Run 1, supply network:
Scale bar: 20 um. Pins as bars on the die edge.
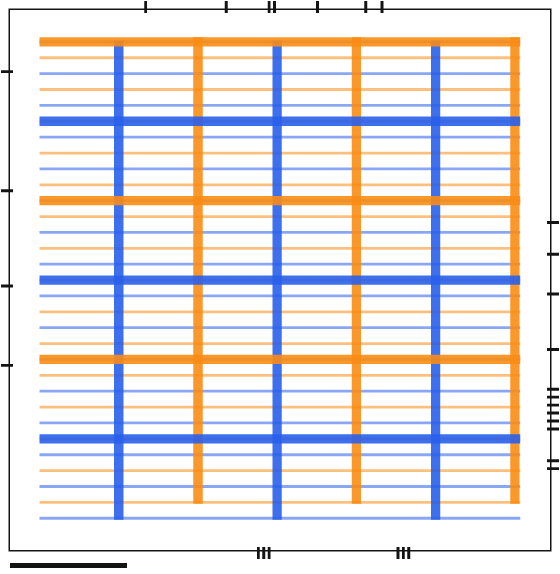
Run 1, placement by cell class:
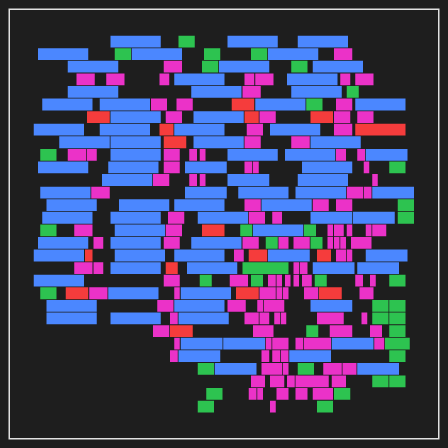
Run 1, clock wires, drivers and flops:
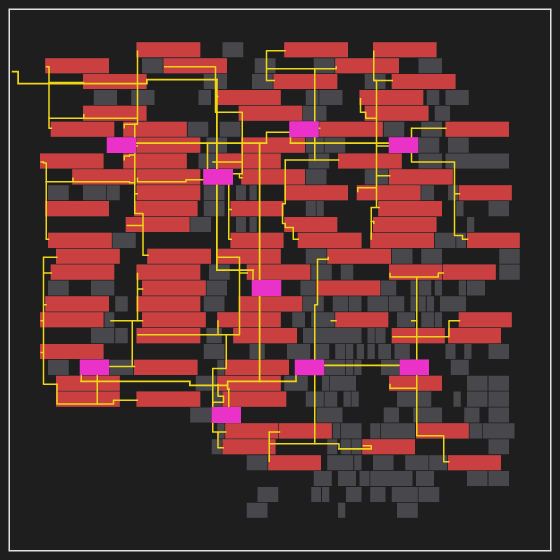
Run 1, metal layers overlaid:
Scale bar: 20 um.
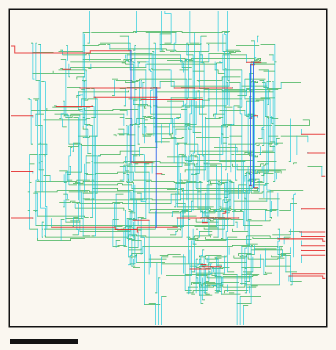
--- src/rtl/fifo_8bits_if.sv ---
// ---------------------------------------------------------------------------
// fifo_8bits_if -- bus bundle between the byte FIFO and its neighbours.
//
// Parameter:
//   DEPTH        number of 8-bit entries (sets the width of count)
// Signals:
//   data_in      byte from the upstream lane mux
//   push         write strobe (mux outValid)
//   pop          read request from the downstream consumer
//   data_out     registered read data
//   valid_out    data_out carries a byte popped in the previous cycle
//   full/empty   occupancy flags
//   almost_full/almost_empty  threshold flags
//   count        current occupancy, 0..DEPTH
//   overflow/underflow  sticky error flags (only with FIFO_ERR_FLAGS_EN)
// Modports:
//   master       producer/consumer side (drives data_in, push, pop)
//   slave        FIFO side
// ---------------------------------------------------------------------------
interface fifo_8bits_if #(
    parameter int DEPTH = 8
);
    localparam int CW = $clog2(DEPTH) + 1;

    logic [7:0]    data_in;
    logic          push;
    logic          pop;
    logic [7:0]    data_out;
    logic          valid_out;
    logic          full;
    logic          empty;
    logic          almost_full;
    logic          almost_empty;
    logic [CW-1:0] count;
`ifdef FIFO_ERR_FLAGS_EN
    logic          overflow;
    logic          underflow;

    modport master (
        output data_in, push, pop,
        input  data_out, valid_out, full, empty, almost_full, almost_empty,
               count, overflow, underflow
    );
    modport slave (
        input  data_in, push, pop,
        output data_out, valid_out, full, empty, almost_full, almost_empty,
               count, overflow, underflow
    );
`else
    modport master (
        output data_in, push, pop,
        input  data_out, valid_out, full, empty, almost_full, almost_empty,
               count
    );
    modport slave (
        input  data_in, push, pop,
        output data_out, valid_out, full, empty, almost_full, almost_empty,
               count
    );
`endif
endinterface

--- src/rtl/fifo_8bits.sv ---
// ---------------------------------------------------------------------------
// fifo_8bits -- synchronous byte FIFO (circular buffer) with registered read
// data and occupancy/threshold flags.
//
// Parameters:
//   DEPTH         entries, power of two in 4..64 (default 8)
//   ALMOST_FULL   almost_full  when count >= ALMOST_FULL  (default 6)
//   ALMOST_EMPTY  almost_empty when count <= ALMOST_EMPTY (default 2)
// Ports:
//   clk           rising-edge clock
//   reset_L       asynchronous active-low reset (clears pointers, count,
//                 data_out, valid_out; storage array is not cleared)
//   bus           fifo_8bits_if.slave (data_in, push, pop, data_out,
//                 valid_out, full, empty, almost_full, almost_empty, count)
// Build option:
//   FIFO_ERR_FLAGS_EN  adds sticky overflow/underflow outputs on bus
// ---------------------------------------------------------------------------
module fifo_8bits #(
    parameter int DEPTH        = 8,
    parameter int ALMOST_FULL  = 6,
    parameter int ALMOST_EMPTY = 2
) (
    input  logic         clk,
    input  logic         reset_L,
    fifo_8bits_if.slave  bus
);
    localparam int AW = $clog2(DEPTH);
    localparam int CW = AW + 1;

    logic [7:0]    mem_q [DEPTH];
    logic [AW-1:0] wr_ptr_q, wr_ptr_d;
    logic [AW-1:0] rd_ptr_q, rd_ptr_d;
    logic [CW-1:0] count_q, count_d;
    logic [7:0]    data_out_q, data_out_d;
    logic          valid_out_q, valid_out_d;
    logic          full, empty;
    logic          wr_en, rd_en;

    assign full  = (count_q == CW'(DEPTH));
    assign empty = (count_q == '0);

    // A push at full is still taken when a pop frees the slot in the same
    // cycle; a pop at empty is never taken, so there is no pass-through.
    assign rd_en = bus.pop && !empty;
    assign wr_en = bus.push && (!full || bus.pop);

    always_comb begin
        wr_ptr_d    = wr_ptr_q;
        rd_ptr_d    = rd_ptr_q;
        count_d     = count_q;
        data_out_d  = data_out_q;
        valid_out_d = 1'b0;
        if (wr_en) begin
            wr_ptr_d = wr_ptr_q + AW'(1);
        end
        if (rd_en) begin
            rd_ptr_d    = rd_ptr_q + AW'(1);
            data_out_d  = mem_q[rd_ptr_q];
            valid_out_d = 1'b1;
        end
        if (wr_en && !rd_en) begin
            count_d = count_q + CW'(1);
        end else if (!wr_en && rd_en) begin
            count_d = count_q - CW'(1);
        end
    end

    always_ff @(posedge clk or negedge reset_L) begin
        if (!reset_L) begin
            wr_ptr_q    <= '0;
            rd_ptr_q    <= '0;
            count_q     <= '0;
            data_out_q  <= '0;
            valid_out_q <= 1'b0;
        end else begin
            wr_ptr_q    <= wr_ptr_d;
            rd_ptr_q    <= rd_ptr_d;
            count_q     <= count_d;
            data_out_q  <= data_out_d;
            valid_out_q <= valid_out_d;
        end
    end

    // Storage has no reset; stale bytes are unreachable once pointers clear.
    always_ff @(posedge clk) begin
        if (wr_en) begin
            mem_q[wr_ptr_q] <= bus.data_in;
        end
    end

    assign bus.data_out     = data_out_q;
    assign bus.valid_out    = valid_out_q;
    assign bus.count        = count_q;
    assign bus.full         = full;
    assign bus.empty        = empty;
    assign bus.almost_full  = (count_q >= CW'(ALMOST_FULL));
    assign bus.almost_empty = (count_q <= CW'(ALMOST_EMPTY));

`ifdef FIFO_ERR_FLAGS_EN
    logic overflow_q, overflow_d;
    logic underflow_q, underflow_d;

    always_comb begin
        overflow_d  = overflow_q  || (bus.push && full && !bus.pop);
        underflow_d = underflow_q || (bus.pop && empty);
    end

    always_ff @(posedge clk or negedge reset_L) begin
        if (!reset_L) begin
            overflow_q  <= 1'b0;
            underflow_q <= 1'b0;
        end else begin
            overflow_q  <= overflow_d;
            underflow_q <= underflow_d;
        end
    end

    assign bus.overflow  = overflow_q;
    assign bus.underflow = underflow_q;
`endif
endmodule

--- src/flat_wrapper.sv ---
// flat-port wrapper written by rule: the top's interface ports become plain ports
module fifo_8bits_flat 
#(
    parameter int DEPTH        = 8,
    parameter int ALMOST_FULL  = 6,
    parameter int ALMOST_EMPTY = 2
)
  (clk, reset_L, bus_data_in, bus_push, bus_pop, bus_data_out, bus_valid_out, bus_full, bus_empty, bus_almost_full, bus_almost_empty, bus_count);
  fifo_8bits_if #(.DEPTH(DEPTH)) bus_i ();
  input  logic clk;
  input  logic reset_L;
  input wire logic [$bits(bus_i.data_in)-1:0] bus_data_in;
  input wire logic [$bits(bus_i.push)-1:0] bus_push;
  input wire logic [$bits(bus_i.pop)-1:0] bus_pop;
  output wire logic [$bits(bus_i.data_out)-1:0] bus_data_out;
  output wire logic [$bits(bus_i.valid_out)-1:0] bus_valid_out;
  output wire logic [$bits(bus_i.full)-1:0] bus_full;
  output wire logic [$bits(bus_i.empty)-1:0] bus_empty;
  output wire logic [$bits(bus_i.almost_full)-1:0] bus_almost_full;
  output wire logic [$bits(bus_i.almost_empty)-1:0] bus_almost_empty;
  output wire logic [$bits(bus_i.count)-1:0] bus_count;
  assign bus_i.data_in = bus_data_in;
  assign bus_i.push = bus_push;
  assign bus_i.pop = bus_pop;
  assign bus_data_out = bus_i.data_out;
  assign bus_valid_out = bus_i.valid_out;
  assign bus_full = bus_i.full;
  assign bus_empty = bus_i.empty;
  assign bus_almost_full = bus_i.almost_full;
  assign bus_almost_empty = bus_i.almost_empty;
  assign bus_count = bus_i.count;
  fifo_8bits #(.DEPTH(DEPTH), .ALMOST_FULL(ALMOST_FULL), .ALMOST_EMPTY(ALMOST_EMPTY)) u_core (.clk(clk), .reset_L(reset_L), .bus(bus_i));
endmodule
--- config.mk ---
export PLATFORM = sky130hd
export DESIGN_NAME = fifo_8bits_flat
export DESIGN_NICKNAME = d
export VERILOG_FILES = /design/src/rtl/fifo_8bits_if.sv /design/src/rtl/fifo_8bits.sv /design/src/flat_wrapper.sv
export SDC_FILE = /design/constraint.sdc
export NUM_CORES = 1
export LEC_CHECK = 0
export ABC_CLOCK_PERIOD_IN_PS = 4600
export CAP_MARGIN = 40
export CORE_MARGIN = 5
export CORE_UTILIZATION = 50
export DETAILED_ROUTE_END_ITERATION = 8
export PLACE_DENSITY = 0.7
export SETUP_SLACK_MARGIN = 0.4
export SYNTH_ARGS = -nofsm -noshare
export SYNTH_HDL_FRONTEND = slang
export SYNTH_SLANG_ARGS = --single-unit
export TNS_END_PERCENT = 1
--- constraint.sdc ---
create_clock -name clk -period 4.6 [get_ports clk]
set_input_delay 1.15 -clock clk [delete_from_list [all_inputs] [get_ports clk]]
set_output_delay 1.15 -clock clk [all_outputs]
set_load 0.02 [all_outputs]
==> ci_impl_report.md, run 1 <==
## Synthesis and layout report

| Metric | Value |
|---|---|
| Reg area | `0.002397 mm^2` |
| Nonclk inv count | `4` |
| Logic area | `950.9 um^2` |
| Ant. Diodes | `0` |
| CP Cell Sequence | `or4b_4 -> inv_1 -> clkdlybuf4s50_1` |
| DR iter-0 viols | `61` |
| Tap Count | `80` |
| Layout cells sized above 1 | `0.1985` |
| Yosys warning count | `0` |
| Met3 WL post-DR | `327 um` |
| RSZ-0062 raised after global routing | `no` |
| Crit-path slowest cell | `or4b_4` |
| Cell Area, Placed | `0.003854 mm^2` |
| Net count after synthesis | `234` |
| Power per standard cell area | `646.4 mW/mm^2` |
| Slew headroom | `0.4203` |
| Met3 usage | `0.05361` |
| Met1 GRT Util | `0.2038` |
| Cell area after synthesis | `0.003403 mm^2` |
| Area grow syn2layout | `19.23%` |
| Dpl cells | `326` |
| Dominant logic cell types in the final layout | `edfxtp_1 (64), clkdlybuf4s50_1 (28), nand2_1 (21)` |
| GRT overflow | `0` |
| Vias in the first global route | `1,919` |
| Final Max Tran Viols | `0` |
| FF-to-FF path depth | `9` |
| Worst-path clk slew | `0.08 ns` |
| Htree depth | `3` |
| Port bufs | `28` |
| Clk root buf | `clkbuf_8` |
| Worst setup margin | `1.336 ns` |
| Leading cell kind | `flip-flops and latches` |
| P_leak | `1.485 nW` |
| CP max FO | `8` |
| Clock skew | `0.008600 ns` |
| Final setup violation count | `0` |
| Total GRT Usage | `0.1618` |
| WHS Endpoint | `u_core.bus.data_out[6]$_DFFE_PN0P_` |
| Floorplan Utilization | `0.5065` |
| CLK BUF | `9` |
| Top cells by area | `edfxtp_1 (56%), dfrtp_1 (14%), mux2_2 (5.6%)` |
| Tool warnings | `26` |
| Setup crit end | `bus_full` |
| Layout Nets | `275` |
| Min Hold Slack | `0.4859 ns` |
| Chip Footprint | `0.008556 mm^2` |
| Worst slew pin tran | `0.8663 ns` |
| Kind of critical path | `flip-flop to output port` |
| Gpl congestion | `0.8217` |
| Final Hold Viols | `0` |
| Mux cell area share after synthesis | `0.1063` |
| Largest net degree at the start of global routing | `21` |
| Met2 Use GR | `0.2586` |
| Post-synth EDFFs | `64` |
| Yosys stat area | `0.003403 mm^2` |
| Max cap viols | `0` |
| Gate Count Post-Synth | `216` |
| Finished Layout Cells | `342` |
| Clock Latency Late Sink | `0.35 ns` |
| Yosys simple share | `0.05478` |
| Worst R2R Setup Slack | `1.62 ns` |
| HP Class | `flip-flop to flip-flop` |
| Signal buffers | `39` |
| CP max stage delay | `0.60 ns` |
| CTS Sinks | `83` |
| Top cell area share | `0.5647` |
| TritonCTS clock tree | `built` |
| Setup tns final | `0 ns` |
| Wl on met1 | `2797 um` |
| Register bit total from synthesis | `83` |
| Hold_buf cts | `0` |
| Reg-to-Reg Start | `u_core.bus.count[0]$_DFFE_PN0P_` |
| Yosys top cell by instances | `edfxtp_1` |
| Crit start category | `flip-flop` |
| Flop count | `83` |
| ClkCell Share | `0.05026` |
| Reg2reg end | `u_core.bus.count[3]$_DFFE_PN0P_` |
| Sequential share of the synthesized area | `0.7044` |
| Fillers | `501` |
| Ao+oa area frac | `0.07353` |
| Final period util | `0.7097` |
| Detailed-route DRC error count | `0` |
| First-pass detailed-route iteration total | `4` |
| Adder-cell area share of the yosys netlist | `0.02426` |
| Xor/xnor share | `0.01544` |
| Asr flop ratio synth | `0.2289` |
| Initial antenna violation count | `0` |
| Top cells by count | `edfxtp_1 (64), nand2_1 (21), dfrtp_1 (19), mux2_2 (17), mux2i_1 (17)` |
| Global-route wire length before repair | `10,010 um` |
| Cell type with the largest total area after synthesis | `edfxtp_1` |
| Yosys cell count | `216` |
| Max clock buf depth | `2` |
| Distinct lib cells used | `33` |
| Io pins | `29` |
| Final min period | `3.264 ns` |
| Mi-comb count | `120` |
| Tot Pwr | `0.002623 W` |
| Number of CTS-inserted buffers | `9` |
| FMAX | `0.3063 GHz` |
| Outcome | `finished, final reports clean` |
| Critical Path Start | `u_core.bus.count[0]$_DFFE_PN0P_` |
| Routed vias/inst | `5.570` |
| PostCTS Resize Cnt | `0` |
| Place WS | `1.034 ns` |
| Final ANT Viol Nets | `0` |
-- 'supply network' (at the start) --
blue -> VSS
orange -> VDD
signal pins = 29
rows = 30
met5 straps = 6
met1 rails = 31
met4 straps = 6
core outline area: 0.006719 mm^2
DIE WIDTH: 92.50 um
maximum vdd drop: 0.2866 mV
die y size: 92.50 um

-- 'placement by cell class' (at the start) --
magenta -> remaining logic cells  # cells 124
green -> remaining buffers and delay cells  # cells 39
red -> clock drivers and dummy loads  # cells 16
blue -> registers  # cells 83
Rows: 30
Final Util: 0.6039
Finished Cell Area: 0.004058 mm^2
sequential share of cell area: 0.5908

-- 'clock wires, drivers and flops' (at the start) --
magenta -> clock-net drivers  # count 9
yellow -> clock wires  # length 876 um
red -> flip-flops  # count 83
routed clock nets = 10

-- 'metal layers overlaid' (at the start) --
red -> M3  # wire length 328 um
cyan -> M2  # wire length 3,070 um
green -> M1  # wire length 2,800 um
blue -> M4  # wire length 146 um
per-cell routed wire length: 18.54 um
vias after detailed routing: 1,905
final WL: 6339 um

## run 1: critical path, delay by kind of cell, from the launching register on
family | cells | cell delay (ns)
flip-flops | 1 | 0.49
buffers and inverters | 2 | 0.67
AND/OR/NAND/NOR | 1 | 0.60
## run 1: where the power goes
part	internal (W)	switching, W	leakage [nW]
Sequential	0.000979	0.000141	0.808
Combinational	0.000471	0.000501	0.575
Clock	0.000259	0.000273	0.103
## run 1: flip-flops by register name, indices dropped and copies added (netlist names)
signal,flops
u_core.bus.valid_out,1
u_core.rd_ptr_q,3
u_core.mem_q,64
u_core.bus.data_out,8
u_core.wr_ptr_q,3
u_core.bus.count,4
==> inputs of run 2 (changes only) <==
--- a/config.mk
+++ b/config.mk
@@ -5,7 +5,7 @@
 export SDC_FILE = /design/constraint.sdc
 export NUM_CORES = 1
 export LEC_CHECK = 0
-export ABC_CLOCK_PERIOD_IN_PS = 4600
+export ABC_CLOCK_PERIOD_IN_PS = 3240
 export CAP_MARGIN = 40
 export CORE_MARGIN = 5
 export CORE_UTILIZATION = 50
==> constraint.sdc (replaced) <==
create_clock -name clk -period 3.24 [get_ports clk]
set_input_delay 0.81 -clock clk [delete_from_list [all_inputs] [get_ports clk]]
set_output_delay 0.81 -clock clk [all_outputs]
set_load 0.02 [all_outputs]
Run 2, placement by cell class:
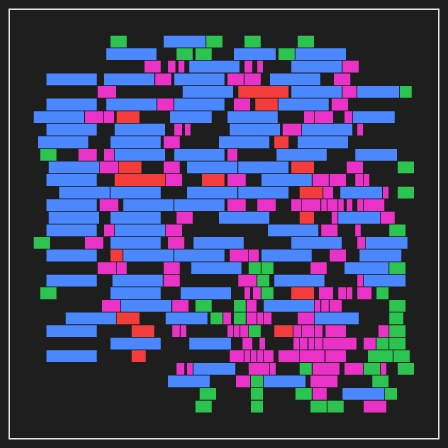
green -> remaining buffers and delay cells  # cells 45
red -> clock drivers and dummy loads  # cells 16
blue -> registers  # cells 83
magenta -> remaining logic cells  # cells 124

==> run 2 against run 1 <==
Against the previous run: sequential cell count unchanged; sequential power up 36%; core utilization up 0.71 points; setup slack worse by 0.76 ns; largest power group unchanged; sequential share of layout area down 0.62 points; clock skew down 0.0038 ns; critical path type is now flip-flop to flip-flop; first-iteration DRC count up 79%; combinational power up 45%; die area unchanged; cell area up 1.2%; routed wire length down 5.8%.
==> ci_impl_report.md, run 2 <==
## Synthesis and layout report

| Metric | Value |
|---|---|
| Yosys top cell by instances | `edfxtp_1` |
| CP Cell Sequence | `or4b_4 -> o21ai_4 -> inv_2 -> ha_1 -> inv_2 -> ha_1 -> a21o_1 -> a21oi_1 -> mux2i_1 -> o31ai_1` |
| Gate Count Post-Synth | `216 (unchanged)` |
| Yosys stat area | `0.003403 mm^2 (unchanged)` |
| Rows | `30 (unchanged)` |
| Routed vias/inst | `5.397 (-3.1%)` |
| Largest net degree at the start of global routing | `35 (+67%)` |
| Final Util | `0.6110 (+0.007076)` |
| Clock net power | `0.000838 W (+58%)` |
| Yosys warning count | `0 (unchanged)` |
| Fillers | `501 (unchanged)` |
| Net count after synthesis | `234 (unchanged)` |
| Top cells by area | `edfxtp_1 (56%), dfrtp_1 (14%), mux2_2 (5.6%)` |
| Switching portion of total power | `0.3342 (-0.01429)` |
| Min Hold Slack | `0.4888 ns (+0.002935 ns)` |
| Reg power frac | `0.404 (-0.023)` |
| TritonCTS clock tree | `built` |
| Place WS | `0.03547 ns (-0.9985 ns)` |
| CP max stage delay | `0.51 ns (-0.09 ns)` |
| Net Switching | `0.001260 W (+38%)` |
| Cell family with most CP delay | `AND-OR/OR-AND gates` |
| Layout Nets | `281 (+2.2%)` |
| Global-route wire length before repair | `9390 um (-6.2%)` |
| Met3 WL post-DR | `221 um (-32%)` |
| Leading cell kind | `flip-flops and latches` |
| Final min period | `2.669 ns` |
| Die y size | `92.50 um (unchanged)` |
| Ao+oa area frac | `0.07353 (unchanged)` |
| GRT overflow | `0 (unchanged)` |
| Port bufs | `28 (unchanged)` |
| Cell Area, Placed | `0.003839 mm^2 (-0.39%)` |
| Tap Count | `80 (unchanged)` |
| Dpl cells | `328 (+0.61%)` |
| Clock skew | `0.004837 ns (-0.003762 ns)` |
| Asr flop ratio synth | `0.2289 (unchanged)` |
| Max cap viols | `0 (unchanged)` |
| P_leak | `1.518 nW (+2.2%)` |
| Slew headroom | `0.4973 (+0.07698)` |
| Final setup violation count | `0 (unchanged)` |
| GRT busiest layer | `met2` |
| Top reg by flops | `u_core.mem_q` |
| Ant. Diodes | `0 (unchanged)` |
| Reg-to-Reg Start | `u_core.bus.count[3]$_DFFE_PN0P_` |
| RSZ-0062 raised after global routing | `no` |
| Sequential share of cell area | `0.5846 (-0.006234)` |
| Io pins | `29 (unchanged)` |
| Largest register FFs | `64 (unchanged)` |
| HP Class | `flip-flop to flip-flop` |
| Reg area | `0.002400 mm^2 (+0.10%)` |
| First-pass detailed-route iteration total | `4 (unchanged)` |
| Final ANT Viol Nets | `0 (unchanged)` |
| Gpl congestion | `0.7299 (-11%)` |
| Hold_buf cts | `0 (unchanged)` |
| Distinct lib cells used | `33 (unchanged)` |
| Final Max Tran Viols | `0 (unchanged)` |
| PostCTS Resize Cnt | `4 (+4)` |
| Logic area | `947.2 um^2 (-0.39%)` |
| Final WL | `5973 um (-5.8%)` |
| Top cell area share | `0.5647 (unchanged)` |
| CTS Sinks | `83 (unchanged)` |
| Outcome | `finished, final reports clean` |
| Clock share of power | `0.222 (+0.019)` |
| Clk root buf | `clkbuf_8` |
| Vias in the first global route | `1,841 (-4.1%)` |
| Dominant logic cell types in the final layout | `edfxtp_1 (64), clkdlybuf4s50_1 (27), nand2_1 (21)` |
| Gate power share | `0.374 (+0.004)` |
| ClkCell Share | `0.05578 (+0.005514)` |
| Kind of critical path | `flip-flop to flip-flop` |
| Finished Cell Area | `0.004105 mm^2 (+1.2%)` |
| Power per standard cell area | `918.5 mW/mm^2 (+42%)` |
| Post-synth EDFFs | `64 (unchanged)` |
| Sequential power | `0.00152 W (+36%)` |
| DIE WIDTH | `92.50 um (unchanged)` |
| Yosys simple share | `0.05478 (unchanged)` |
| Tot Pwr | `0.003771 W (+44%)` |
| Comb group | `0.00141 W (+45%)` |
| Tool warnings | `27 (+3.8%)` |
| FMAX | `0.3747 GHz` |
| Worst setup margin | `0.5709 ns (-0.7647 ns)` |
| Crit-path slowest cell | `or4b_4` |
| Worst slew pin tran | `0.7525 ns (-0.1138 ns)` |
| Nonclk inv count | `4 (unchanged)` |
| DR iter-0 viols | `109 (+79%)` |
| Number of CTS-inserted buffers | `9 (unchanged)` |
| Setup tns final | `0 ns (unchanged)` |
| Max clock buf depth | `2 (unchanged)` |
| Mux cell area share after synthesis | `0.1063 (unchanged)` |
| Critical Path Start | `u_core.bus.count[3]$_DFFE_PN0P_` |
| Vias after detailed routing | `1,878 (-1.4%)` |
| Finished Layout Cells | `348 (+1.8%)` |
| Clock Latency Late Sink | `0.35 ns (about the same)` |
| Xor/xnor share | `0.01544 (unchanged)` |
| Signal buffers | `45 (+15%)` |
| Layout cells sized above 1 | `0.2239 (+0.02541)` |
| Htree depth | `3 (unchanged)` |
| Yosys cell count | `216 (unchanged)` |
| CLK BUF | `9 (unchanged)` |
| Top cells by count | `edfxtp_1 (64), nand2_1 (21), dfrtp_1 (19), mux2_2 (17), mux2i_1 (17)` |
| Per-cell routed wire length | `17.16 um (-7.4%)` |
| Crit start category | `flip-flop` |
| Flop count | `83 (unchanged)` |
| Internal Pwr Total | `0.002511 W (+47%)` |
| Wl on met1 | `2585 um (-7.6%)` |
| Detailed-route DRC error count | `0 (unchanged)` |
| Cell area after synthesis | `0.003403 mm^2 (unchanged)` |
| Core outline area | `0.006719 mm^2 (unchanged)` |
| Worst-path clk slew | `0.08 ns (about the same)` |
| Area grow syn2layout | `20.63%` |
| Maximum vdd drop | `0.4640 mV (+62%)` |
| Total GRT Usage | `0.1495 (-0.01237)` |
| Worst path bufs/invs | `2 (unchanged)` |
| Final Hold Viols | `0 (unchanged)` |
| Register bit total from synthesis | `83 (unchanged)` |
| Sequential share of the synthesized area | `0.7044 (unchanged)` |
==> run 2: cell types whose count changed in the layout (fill, tap and decap cells not counted), moves of 2 or more <==
cell     before  now
buf_4         9   16
dfrtp_1      19   17
dfrtp_2       0    2
nor3_1        5    7
nor3_2        2    0
==> run 2: final timing paths <==
check / end / slack, ns / cells past startpoint
worst max-delay path: u_core.bus.count[3]$_DFFE_PN0P_ / 0.57 / 10
worst min-delay path: u_core.bus.data_out[5]$_DFFE_PN0P_ / 0.49 / 2
worst max register to register: u_core.bus.count[3]$_DFFE_PN0P_ / 0.57 / 10
worst min register to register: u_core.bus.data_out[5]$_DFFE_PN0P_ / 0.49 / 2
max in group asynchronous: u_core.bus.count[3]$_DFFE_PN0P_ / 2.07 / 2
min in group asynchronous: u_core.bus.data_out[5]$_DFFE_PN0P_ / 0.74 / 1
==> inputs of run 3 (changes only) <==
--- a/config.mk
+++ b/config.mk
@@ -5,7 +5,7 @@
 export SDC_FILE = /design/constraint.sdc
 export NUM_CORES = 1
 export LEC_CHECK = 0
-export ABC_CLOCK_PERIOD_IN_PS = 3240
+export ABC_CLOCK_PERIOD_IN_PS = 2690
 export CAP_MARGIN = 40
 export CORE_MARGIN = 5
 export CORE_UTILIZATION = 50
==> constraint.sdc (replaced) <==
create_clock -name clk -period 2.69 [get_ports clk]
set_input_delay 0.6725 -clock clk [delete_from_list [all_inputs] [get_ports clk]]
set_output_delay 0.6725 -clock clk [all_outputs]
set_load 0.02 [all_outputs]
Run 3, track usage over the die:
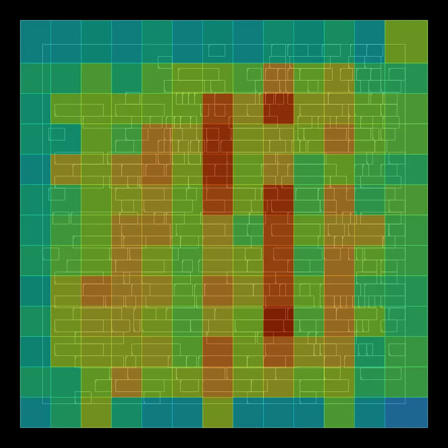
GRT busiest layer: met2
Total GRT Usage: 0.1541
per-cell routed wire length: 17.47 um
Final Util: 0.6088
met3 usage: 0.03168

==> run 3 against run 2 <==
Against the previous run: clock power decreased by 6.0%; count of clock-buffer cells in the layout up 4; combinational power grew 26%; sequential power up about 20%; synthesized area unchanged; sequential cell count unchanged; critical path type unchanged; critical endpoint unchanged; largest power group unchanged.
==> ci_impl_report.md, run 3 <==
## Synthesis and layout report

| Metric | Value |
|---|---|
| Outcome | `finished, final reports clean` |
| Register bit total from synthesis | `83 (unchanged)` |
| Setup tns final | `0 ns (unchanged)` |
| Vias after detailed routing | `1,937 (+3.1%)` |
| Cell area after synthesis | `0.003403 mm^2 (unchanged)` |
| Final min period | `2.407 ns (-0.2616 ns)` |
| CLK BUF | `13 (+4)` |
| Maximum vdd drop | `0.3784 mV (-18%)` |
| Largest net degree at the start of global routing | `35 (unchanged)` |
| Asr flop ratio synth | `0.2289 (unchanged)` |
| Detailed-route DRC error count | `0 (unchanged)` |
| Min Hold Slack | `0.4851 ns (-0.003755 ns)` |
| Dominant logic cell types in the final layout | `edfxtp_1 (64), clkdlybuf4s50_1 (25), nand2_1 (21)` |
| Fillers | `502 (+0.20%)` |
| Rows | `30 (unchanged)` |
| Reg2reg end | `u_core.bus.count[3]$_DFFE_PN0P_` |
| Gpl congestion | `0.7235 (-0.88%)` |
| Global-route wire length before repair | `9825 um (+4.6%)` |
| Kind of critical path | `flip-flop to flip-flop` |
| Yosys top cell by instances | `edfxtp_1` |
| Clock Latency Late Sink | `0.34 ns (about the same)` |
| DR iter-0 viols | `84 (-23%)` |
| Max cap viols | `0 (unchanged)` |
| Sequential share of the synthesized area | `0.7044 (unchanged)` |
| Ant. Diodes | `0 (unchanged)` |
| Area grow syn2layout | `20.18%` |
| Largest register FFs | `64 (unchanged)` |
| Vias in the first global route | `1,891 (+2.7%)` |
| Worst R2R Setup Slack | `0.28 ns (-0.29 ns)` |
| Post-synth EDFFs | `64 (unchanged)` |
| HP Class | `flip-flop to flip-flop` |
| Leading cell kind | `flip-flops and latches` |
| Tot Pwr | `0.004389 W (+16%)` |
| Finished Cell Area | `0.004090 mm^2 (-0.37%)` |
| Tool warnings | `29 (+7.4%)` |
| Depth of the worst hold-timing path | `2 (unchanged)` |
| Setup crit end | `u_core.bus.count[3]$_DFFE_PN0P_` |
| CP max stage delay | `0.55 ns (+0.04 ns)` |
| Worst slew pin tran | `0.6469 ns (-0.1056 ns)` |
| Switching portion of total power | `0.3428 (+0.008648)` |
| Worst path bufs/invs | `2 (unchanged)` |
| Worst setup margin | `0.2825 ns (-0.2884 ns)` |
| Power per standard cell area | `1073 mW/mm^2 (+17%)` |
| Dpl cells | `331 (+0.91%)` |
| Yosys simple share | `0.05478 (unchanged)` |
| First-pass detailed-route iteration total | `4 (unchanged)` |
| Top cells by area | `edfxtp_1 (56%), dfrtp_1 (14%), mux2_2 (5.6%)` |
| Worst-path clk slew | `0.08 ns (about the same)` |
| Critical Path Start | `u_core.bus.count[0]$_DFFE_PN0P_` |
| Crit-path slowest cell | `or4b_4` |
| Crit start category | `flip-flop` |
| Finished Layout Cells | `349 (+0.29%)` |
| Slew headroom | `0.5678 (+0.07055)` |
| Cell Area, Placed | `0.003901 mm^2 (+1.6%)` |
| Die y size | `92.50 um (unchanged)` |
| Tap Count | `80 (unchanged)` |
| Internal Pwr Total | `0.002884 W (+15%)` |
| Htree depth | `3 (unchanged)` |
| Signal buffers | `46 (+2.2%)` |
| Mux cell area share after synthesis | `0.1063 (unchanged)` |
| FMAX | `0.4154 GHz (+11%)` |
| Clock share of power | `0.179 (-0.043)` |
| Distinct lib cells used | `33 (unchanged)` |
| CTS Sinks | `83 (unchanged)` |
| Xor/xnor share | `0.01544 (unchanged)` |
| Core outline area | `0.006719 mm^2 (unchanged)` |
| Number of CTS-inserted buffers | `9 (unchanged)` |
| Critical path depth | `10 (unchanged)` |
| Yosys cell count | `216 (unchanged)` |
| Reg power frac | `0.417 (+0.013)` |
| Net Switching | `0.001505 W (+19%)` |
| Reg area | `0.002400 mm^2 (unchanged)` |
| Place WS | `0.1193 ns (+0.08387 ns)` |
| Sequential power | `0.00183 W (+20%)` |
| Gate power share | `0.404 (+0.030)` |
| TritonCTS clock tree | `built` |
| Routed vias/inst | `5.550 (+2.8%)` |
| Final setup violation count | `0 (unchanged)` |
| Reg-to-Reg Start | `u_core.bus.count[0]$_DFFE_PN0P_` |
| Top cell area share | `0.5647 (unchanged)` |
| CP Cell Sequence | `or4b_4 -> o21ai_4 -> inv_2 -> ha_4 -> inv_4 -> ha_4 -> a21o_1 -> a21oi_2 -> mux2i_1 -> o31ai_1` |
| Top reg by flops | `u_core.mem_q` |
| Final Max Tran Viols | `0 (unchanged)` |
| RSZ-0062 raised after global routing | `yes` |
| Clk root buf | `clkbuf_8` |
| Flop count | `83 (unchanged)` |
| Sequential share of cell area | `0.5867 (+0.002147)` |
| WHS Endpoint | `u_core.bus.data_out[6]$_DFFE_PN0P_` |
| Clock net power | `0.000788 W (-6.0%)` |
| PostCTS Resize Cnt | `2 (-2)` |
| Max clock buf depth | `2 (unchanged)` |
==> run 3: cell types whose count changed in the layout (fill, tap and decap cells not counted), sizes merged <==
cell           previous run  this run
dlygate4sd2               1         2
bufinv                    2         0
inv                       8         4
clkinv                    0         2
clkbuf                    9        13
buf                      17        18
dlymetal6s2s              0         1
clkdlybuf4s50            27        25
==> run 3: layer usage <==
metal / share of wire / global-route usage / routed length (um) / vias to the layer above
li1: - / - / - / 929
met1: 0.50 / 0.2199 / 3025 / 962
met2: 0.45 / 0.2242 / 2759 / 38
met3: 0.035 / 0.03168 / 215 / 8
met4: 0.016 / 0.07673 / 97 / 0
met5: 0 / 0 / 0 / -
No activity file was given, so power comes from the tool's default toggle rates.
